### Placement density heat map, run 1

Scale: 4 px per um. The die is cut into 8 by 8 equal tiles; dark blue is low, red is high, 0 to 100% covered.
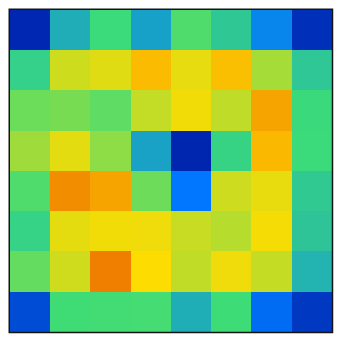
### Clock wires, drivers and flops, run 1

Scale: 4 px per um.
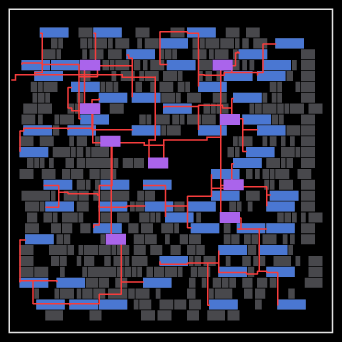
### Congestion heat map, run 1

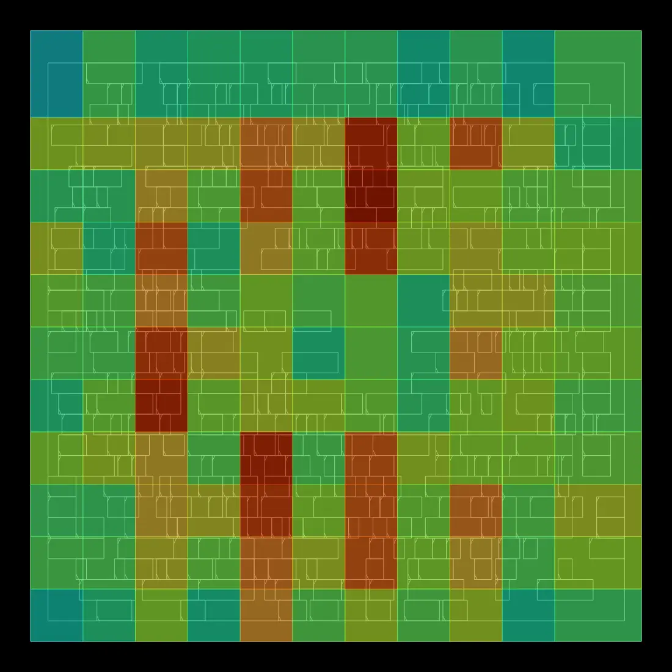
==> config.mk <==
export PLATFORM = sky130hd
export DESIGN_NAME = cone_vector_feeder
export DESIGN_NICKNAME = d
export VERILOG_FILES = /design/src/rtl/cone_feeder_pkg.sv /design/src/rtl/cone_sig_misr.sv /design/src/rtl/cone_vector_feeder.sv
export SDC_FILE = /design/constraint.sdc
export NUM_CORES = 1
export LEC_CHECK = 0
export CAP_MARGIN = 5
export CORE_MARGIN = 2
export CORE_UTILIZATION = 40
export CTS_BUF_LIST = sky130_fd_sc_hd__clkbuf_4 sky130_fd_sc_hd__clkbuf_8
export CTS_CLUSTER_SIZE = 14
export DETAILED_ROUTE_END_ITERATION = 7
export GPL_ROUTABILITY_DRIVEN = 0
export HOLD_SLACK_MARGIN = 0.12
export PLACE_DENSITY = 0.79
export REMOVE_ABC_BUFFERS = 1
export SYNTH_ARGS = -nofsm -noshare
export SYNTH_HDL_FRONTEND = slang
export SYNTH_SLANG_ARGS = --single-unit
==> constraint.sdc <==
create_clock -name clk -period 1.79 [get_ports clk]
set_input_delay 0.358 -clock clk [delete_from_list [all_inputs] [get_ports clk]]
set_output_delay 0.358 -clock clk [all_outputs]
set_load 0.03 [all_outputs]
==> qor.yml, run 1 <==
status:
  outcome: "finished, final reports clean"
timing:
  rsz0062_at_grt: "false"
  postLayoutSetupSlackWorst_ns: 0.0724
  final-hold-violation-count: 0
  min_period_over_period_pct: 96.0
  drv_slew: 0
  max_freq_mhz: 582
  slew_headroom_pct: 73.4
  worst_slew_pin_slew_ns: 0.393
critical_path:
  worstPathCellList: "clkdlybuf4s50_1"
  critPathRequiredTime_ns: 1.43
  critPathKind: "reg -> out"
  cpPeakStageDelay_ns: 0.69
  reg2reg_slack_ns: 0.13
  critical_path_depth: 1
  reg2regPathDepth: 4
  slowest_stage: "clkdlybuf4s50_1"
  startpoint_type: "flop"
  crit_buf_inv: 1
  critical_path.top_delay_family: "buffers and inverters"
  critPathMaxFanout: 4
synthesis:
  ys.flop_type: "dfxtp_1"
  synthArstFlopShare_pct: 0
  numSynthFlops: 60
  yosysWarnings: 0
  ys_area_sq_um: 2340
  area_leaders: "dfxtp_1, nand2_1, a21oi_1"
  synthTopCellsByCount: "nand2_1, dfxtp_1, a21oi_1"
  synthTopLogicFamily: "simple AND/OR/NAND/NOR gates"
  synth.distinct_cells: 35
  synth_cells: 285
  most_common_cell: "nand2_1"
  synth_stat.cells: 285
  ys_sh_adder_pct: 1.61
  top_area_share_pct: 51.4
  edf_count: 0
  aoi_share_pct: 12.3
  ys_sh_simple_pct: 25.5
drt:
  drt_wl_total_um: 5830
  first_pass_iters: 4
  via_per_inst: 4.86
  drt_iter0_markers: 67
  drc: 0
  antenna_left: 0
  via_count: 2284
layout:
  n_antenna_cell: 0
  drive_gt1_share_pct: 11.1
  fillers: 483
global_routing:
  grt_max_degree: 36
  grt_pass1_vias: 2201
  antenna_found_initial: 0
  grt_usage_pct: 18.4
  grt_pass1_wl_um: 9280
cts:
  numCtsBuffers: 9
  ctsRootBufferMaster: "clkbuf_8"
  clkSinkCount: 60
  cts_tree: "yes"
  htreeDepth: 3
  post_cts_buffers: 0
  postCtsHoldBufs: 0
power_and_ir_drop:
  power_density_nw_per_um2: 807
  p_leak_nw: 1.54
  vdd_ir_drop_max_mv: 0.664
placed_design:
  hpwl_um: 4230
  port_buffers: 95
  dp.cells: 456
  place_ws_ns: -0.451
floorplan:
  ios: 96
  die_y_um: 80.4
  die_area_sq_um: 6470
  rows: 27
worst_hold_path:
  holdPathStages: 2
Back to the opening pictures, 'Placement density heat map':
tiles over 75% full: 11%
mean over tiles: 55%
fullest tile: 86%
Core ar.: 5570 sq um
fp_density: 41.9%
Finished Core Util: 65.7%

Back to the opening pictures, 'Clock wires, drivers and flops':
[red] clock wires | length: 718 um
[purple] clock drivers | count: 9
[blue] flip-flops | count: 60
flops lie: all over the die
routed clock nets: 10
Max Clock Skew: 0.00584 ns
clock power share: 33.8%
Clk Latency, worst-skew pair: 0.31 ns

Back to the opening pictures, 'Congestion heat map':
met1 Track Usage GR: 20.8%
routing usage on met2: 32.0%

## run 1: per-layer routing
layer,part of all wire (%),wire (um)
met1,43,2510
met2,50,2890
met4,1.8,107
met5,0,0
met3,5.4,313
## run 1: cell families after synthesis
logic type	after synthesis
compound gates	55
mux	4
xor+xnor	9
buf+inv	24
flops	60
simple gates	130
fa+ha+maj	3
## run 1: layout by cell type (no fill, tap or decap), drive strengths merged, types with 2 or more instances in the layout
cell and count:
inv 7, clkinv 3, clkbuf 11, nand2 78, nor2 20, or3 5
dfxtp 60, nand2b 2, a21oi 45, buf 22, dlymetal6s2s 5, nand4 4
xnor2 4, and4 2, xor2 5, nand3 4, nor2b 2, clkdlybuf4s50 79
ha 3, dlygate4sd2 10, nor3 3, or4 2, mux2 2, o21ai 6
mux2i 2
## run 1: final cells by class
cell class / count / area [sq um] / area share [%]
Sequential cell: 60 / 1200 / 32.8
Tap cell: 72 / 90.1 / 2.46
Inverter: 7 / 26.3 / 0.718
Clock inverter: 3 / 15.0 / 0.410
Clock buffer: 11 / 145 / 3.96
Timing Repair Buffer: 116 / 1130 / 30.9
Multi-Input combinational cell: 201 / 1050 / 28.7
## run 1: power by group
| group | switching (mW) | internal [mW] |
|---|---|---|
| combinational | 0.270 | 0.252 |
| sequential | 0.0343 | 1.40 |
| clock | 0.466 | 0.532 |
| total | 0.771 | 2.18 |
## run 1: metrics by stage
| step | hold slack, ns | cell area (sq um) |
|---|---|---|
| floorplan | 0.494 | 2270 |
| finish | 0.453 | 3660 |
| global route | 0.474 | 3660 |
| detailed placement | 0.446 | 3500 |
| CTS | 0.454 | 3650 |
| global placement | 0.441 | 3500 |
## run 1: repair_timing
action | CTS | global route
setup endpoints to repair | 13 | 5
gates resized | 11 | 5
gates cloned | 0 | 0
==> run 2: changes to the inputs <==
ABC_AREA = 0   (was default)
### Signal wires on met3, run 2

Scale: 6 px per um. Cells faint in the background.
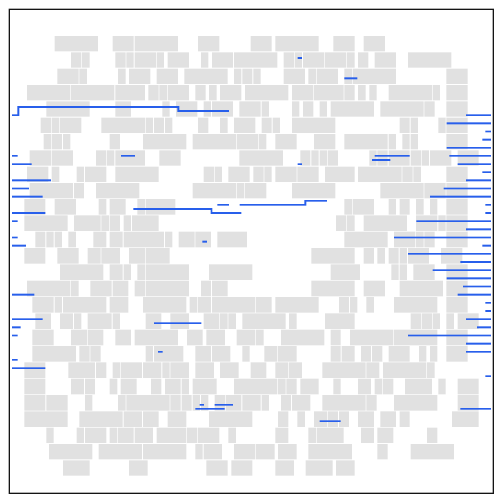
wire length on this layer: 314 um
share of all routed wire: 5.4%
drt total wl: 5830 um
met3 usage: 4.16%

### Clock wires, drivers and flops, run 2

Scale: 4 px per um.
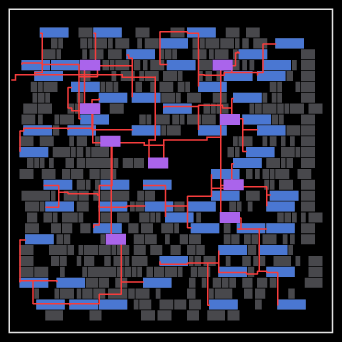
[red] clock wires | length: 718 um
[blue] flip-flops | count: 60
[purple] clock drivers | count: 9
routed clock nets: 10
Clock net power: 0.999 mW

==> run 2 against run 1 <==
Effect of this change:
- die size unchanged
- clock-buffer cell count unchanged
- fmax unchanged
- synthesized cell count unchanged
- via count unchanged
- final area unchanged
- clock power about the same
- global-route usage unchanged
- clock skew unchanged
- worst setup slack unchanged
- core utilization unchanged
- combinational power about the same
==> qor.yml, run 2 <==
synthesis:
  synth_stat.cells: 285  # unchanged
  synth_cells: 285  # unchanged
  yosysWarnings: 0  # unchanged
  numSynthFlops: 60  # unchanged
  synthTopCellsByCount: "nand2_1, dfxtp_1, a21oi_1"
  top_area_share_pct: 51.4  # unchanged
  synth_seq_share_pct: 51.4
  synth.distinct_cells: 35  # unchanged
  ys.flop_type: "dfxtp_1"
  ys_area_sq_um: 2340  # unchanged
  synth_area_sq_um: 2340
  top_area_cell: "dfxtp_1"
  most_common_cell: "nand2_1"
  synthArstFlopShare_pct: 0  # unchanged
  edf_count: 0  # unchanged
  area_leaders: "dfxtp_1, nand2_1, a21oi_1"
  postSynthAreaPerCell_sq_um: 8.20
cts:
  htreeDepth: 3  # unchanged
  clock_path_buffers: 2
  clkSinkCount: 60  # unchanged
  post_cts_buffers: 0  # unchanged
  cts_tree: "yes"
  cts.clk_slew.worst_paths_ns: 0.06
  ctsRootBufferMaster: "clkbuf_8"
  postCtsHoldBufs: 0  # unchanged
  numCtsBuffers: 9  # unchanged
  clock_latency_ns: 0.31  # about the same
  post_cts_resized: 11  # unchanged
run:
  tool_warnings: 26
  max_cap_viol_count: 0
critical_path:
  cpPeakStageDelay_ns: 0.69  # about the same
  slowest_stage: "clkdlybuf4s50_1"
  reg2reg_slack_ns: 0.13  # about the same
  worstPathCellList: "clkdlybuf4s50_1"
  critPathMaxFanout: 4  # unchanged
  crit_arrival_ns: 1.36
  startpoint_type: "flop"
  reg2regPathDepth: 4  # unchanged
  critical_path_depth: 1  # unchanged
  critical_path.top_delay_family: "buffers and inverters"
  crit_buf_inv: 1  # unchanged
  critPathRequiredTime_ns: 1.43  # about the same
  endpoint_kind: "primary output"
  critPathKind: "reg -> out"
layout:
  nNetsFinal: 439
  fin_util_pct: 65.7  # unchanged
  n_antenna_cell: 0  # unchanged
  drive_gt1_share_pct: 11.1  # unchanged
  mostFrequentLayoutCells: "clkdlybuf4s50_1, nand2_1, dfxtp_1, a21oi_1"
  finish.instance_area_sq_um: 3660  # unchanged
  mostFrequentLayoutCell: "clkdlybuf4s50_1"
  largest_register_ffs: 36
  area_growth_pct: 56.7
drt:
  via_per_inst: 4.86  # unchanged
  drc: 0  # unchanged
  drt_iter0_markers: 67  # unchanged
  first_pass_iters: 4  # unchanged
  wl_per_cell_um: 12.4
  antenna_left: 0  # unchanged
  via_count: 2284  # unchanged
power_and_ir_drop:
  p_seq_share_pct: 48.5  # about the same
  p_int_mw: 2.18  # unchanged
  p_total_mw: 2.96
  p_leak_nw: 1.54  # unchanged
  p_switching_mw: 0.771  # unchanged
  clockPowerShare_pct: 33.8  # about the same
  switching_share_pct: 26.1  # unchanged
  vdd_ir_drop_max_mv: 0.664  # unchanged
  share_comb_of_total_power_pct: 17.7  # about the same
  power_density_nw_per_um2: 807  # unchanged
global_routing:
  grt_usage_pct: 18.4  # unchanged
  globalRoute.totalOverflow: 0
  use_met2_pct: 32.0  # unchanged
  grt_pass1_vias: 2201  # unchanged
  grt_max_degree: 36  # unchanged
  grt_pass1_wl_um: 9280  # unchanged
  busiest_layer: "met2"
  met1_usage_pct: 20.8  # unchanged
  antenna_found_initial: 0  # unchanged
placed_design:
  port_buffers: 95  # unchanged
  placed_area_sq_um: 3500  # unchanged
  hpwl_um: 4230  # unchanged
timing:
  finalSetupViolations: 0
  finClkSkew_ns: 0.00584  # unchanged
  tns_ns: 0
  drv_slew: 0  # unchanged
  final-hold-violation-count: 0  # unchanged
  worst_slew_pin_slew_ns: 0.393  # unchanged
  max_freq_mhz: 582  # unchanged
  min_period_over_period_pct: 96.0  # unchanged
  min_period_ns: 1.72
  rsz0062_at_grt: "false"
  slew_headroom_pct: 73.4  # unchanged
floorplan:
  rows: 27  # unchanged
  ios: 96  # unchanged
  dieWidth_um: 80.4
  fp-utilization_pct: 41.9  # unchanged
  coreArea_sq_um: 5570  # unchanged
  die_y_um: 80.4  # unchanged
  die_area_sq_um: 6470  # unchanged
status:
  outcome: "finished, final reports clean"
worst_hold_path:
  holdCritPathClass: "reg -> reg"
  holdPathStages: 2  # unchanged
[run 2: cell counts in the layout (fill, tap and decap cells not counted)]
Identical to the previous run, type by type.
[run 2: final cells by class]
cell class                      instances  area [sq um]
Tap cell                               72          90.1
Fill cell                             483          1910
Sequential cell                        60          1200
Multi-Input combinational cell        201          1050
Inverter                                7          26.3
Timing Repair Buffer                  116          1130
Clock buffer                           11           145
Clock inverter                          3          15.0
[run 2: kinds of logic (layout without fill, tap and decap cells)]
family,count (synthesis),count (layout),synth area share [%]
AOI/OAI and AO/OA,55,55,12.3
xor gates and xnor gates,9,9,3.37
adders and majority gates,3,3,1.61
buffers and inverters,24,137,3.96
DFF,60,60,51.4
muxes,4,4,1.82
and+or+nand+nor,130,130,25.5
[run 2: worst reg2reg max path, stage by stage, from the launching register on]
cell and delay [ns]:
dfxtp_1 0.32, nand3b_4 0.15, or4_4 0.56, or4_1 0.42, a21oi_1 0.15
[run 2: power groups by stage]
stage | Clock (mW) | Combinational, mW | Sequential [mW]
after floorplan | 0 | 0.147 | 1.57
after global placement | 0 | 0.519 | 1.46
after detailed placement | 0 | 0.526 | 1.46
after CTS | 1.04 | 0.528 | 1.43
after global routing | 1.10 | 0.565 | 1.44
final | 0.999 | 0.523 | 1.43
[run 2: through the flow]
step	hold slack (ns)	std cells	worst slack [ns]
floorplan	0.494	268	-0.0955
global placement	0.441	456	-0.440
detailed placement	0.446	456	-0.451
CTS	0.454	470	0.00651
global route	0.474	470	0.0125
finish	0.453	470	0.0724
[run 2: layer usage]
layer | vias to the layer above | share of wire (%)
li1 | 1166 | -
met1 | 1035 | 43
met2 | 71 | 50
met3 | 12 | 5.4
met4 | 0 | 1.8
met5 | - | 0
No activity file was given, so power comes from the tool's default toggle rates.
